### PDN straps and rails

Scale bar: 100 um. Pins as bars on the die edge.
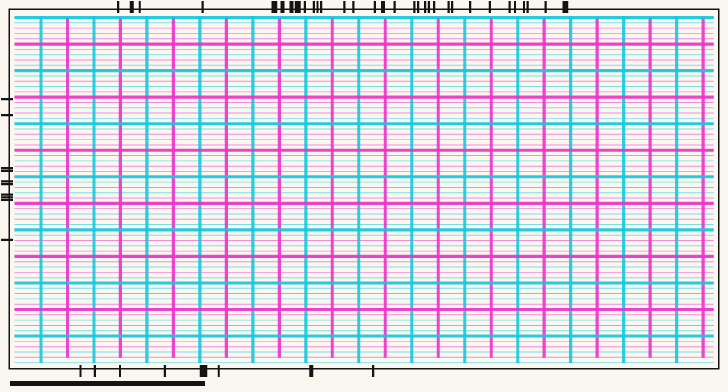
### The metal 2 layer

Scale bar: 100 um.
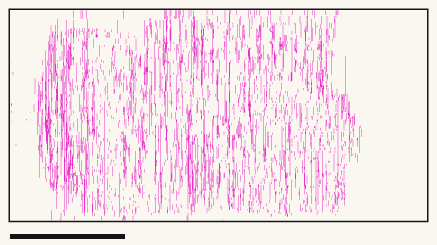
### Wiring by layer

Scale bar: 100 um. Two of the layers only.
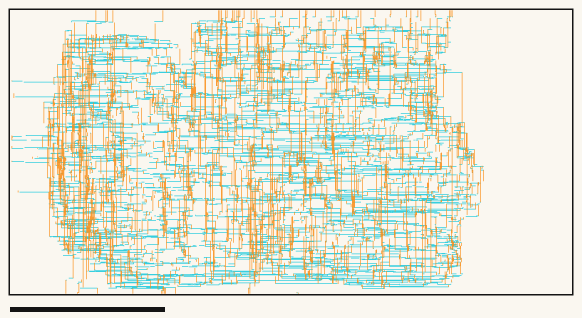
==> config.mk <==
export PLATFORM = sky130hd
export DESIGN_NAME = montgomery_mul_pipe
export DESIGN_NICKNAME = d
export VERILOG_FILES = /design/src/rtl/montgomery_mul_pipe_pkg.sv /design/src/rtl/montgomery_mul_pipe_reduce.sv /design/src/rtl/montgomery_mul_pipe.sv
export SDC_FILE = /design/constraint.sdc
export NUM_CORES = 1
export LEC_CHECK = 0
export CORE_ASPECT_RATIO = 0.5
export CORE_MARGIN = 2
export CORE_UTILIZATION = 23
export DETAILED_ROUTE_END_ITERATION = 6
export PLACE_DENSITY_LB_ADDON = 0.1
export SYNTH_ARGS = -nofsm -noshare
export SYNTH_HDL_FRONTEND = slang
export SYNTH_SLANG_ARGS = --single-unit
==> constraint.sdc <==
create_clock -name clk -period 6.63 [get_ports clk]
set_clock_uncertainty 0.1 [all_clocks]
set_input_delay 1.989 -clock clk [delete_from_list [all_inputs] [get_ports clk]]
set_output_delay 1.989 -clock clk [all_outputs]
set_load 0.1 [all_outputs]
==> impl_metrics.json <==
{
  "outcome": "finished, final reports clean",
  "seq_power_share_pct": 14.0,
  "finalClockPeriodUsage_pct": 99.3,
  "finalWorstSetupSlack_ns": 0.0467,
  "ys_types": 56,
  "tool_warnings": 32,
  "portBuffers": 63,
  "lay_top_count": "inv_1",
  "post_cts_buffers": 8,
  "clockPowerShare_pct": 13.9,
  "layout-drive-gt1-share_pct": 12.8,
  "topCellsByArea": "fa_1, dfxtp_1, ha_1, inv_1, nand2_1",
  "htree_levels": 4,
  "clock-sinks": 132,
  "grt_remaining_overflow": 0,
  "row_count": 65,
  "antenna_found_initial": 0,
  "synthMuxAreaShare_pct": 0.338,
  "dominant-cell-class": "multi-input combinational cells",
  "max_slew_margin_pct": 35.0,
  "inverters": 354,
  "initial_core_util_pct": 23.4,
  "grt_pass1_vias": 11900,
  "area_delta_synth_final_pct": 21.2,
  "grt_setup_unrepaired": "true",
  "finalHoldViolations": 0,
  "dp_cells": 2677,
  "synthArstFlopShare_pct": 0,
  "num-multi-input-gates": 1184,
  "drv_cap": 0,
  "remaining_drc_errors": 0,
  "critPathMaxFanout": 4,
  "antenna_cells": 0,
  "p_comb_share_pct": 72.0,
  "top_cell": "inv_1",
  "final_nets": 2310,
  "syn_inst": 1738,
  "flop_cell": "dfxtp_1",
  "syn_avg_cell_area_um2": 8.52,
  "wl_met3_um": 287,
  "cts.clk_slew.worst_paths_ns": 0.07,
  "regArea_um2": 2640,
  "wl_met2_mm": 16.8,
  "grt-busiest-layer": "met2",
  "crit_slowest_cell": "fa_1",
  "syn_nets": 2177,
  "grt_max_degree": 51,
  "clock_cell_area_share_pct": 3.17,
  "arrival_ns": 6.85,
  "postLayoutCellArea_um2": 17900,
  "cts_made_buffers": 17,
  "drt-met1-wl_mm": 20.6,
  "grt_use_met1_pct": 17.4,
  "ys_area_um2": 14800,
  "p_total_w": 0.00673,
  "root_buffer": "clkbuf_16",
  "finalSetupViolations": 0,
  "clkbuf_count": 19,
  "comb_area_um2": 10800,
  "slew_viol_final": 0,
  "internal-power_w": 0.00377,
  "buffers_excl_clock": 182,
  "cts_max_path_buffers": 2,
  "worstPathRequired_ns": 6.90,
  "synthSimpleGateAreaFrac_pct": 14.8,
  "synth-xor-area-share_pct": 2.72,
  "via_per_inst": 4.10,
  "first_pass_iters": 4,
  "r2r_slack_ns": 1.68,
  "synth.logic.top_family": "adder cells",
  "post_cts_resized": 110,
  "worst_setup_path_start_kind": "primary input",
  "postPlaceCellArea_um2": 17000,
  "grt_pass1_wl_mm": 63.5,
  "hold_depth": 2,
  "worst_pin_slew_ns": 0.972,
  "endpoint_kind": "register",
  "holdBufCountCts": 0,
  "drt_iter0_markers": 305,
  "dp_hpwl_mm": 31.7,
  "critPathMaxStageDelay_ns": 0.52,
  "cpMostUsedCell": "fa_1",
  "synth_seq_share_pct": 17.9,
  "synth_stat.cells": 1738,
  "place_ws_ns": -1.08
}
Notes on 'PDN straps and rails' above:
VSS: in cyan. VDD: in magenta.
26 straps on met4. 13 straps on met5.
Die W: 363 um
VDD IR max: 0.223 mV
Placeable Area: 63,400 um2

Notes on 'The metal 2 layer' above:
The layer carries 16,800 um of wire. The layer holds 44% of the routed length. 1,811 nets have wire on it.
grt met2 use: 19.5%
vias: 11,200
Routed WL: 37.9 mm

Notes on 'Wiring by layer' above:
met1: in cyan, wire length 20.6 mm. met2: in orange, wire length 16,800 um.
GRT Util Overall: 11.9%
routed length per instance: 13.9 um

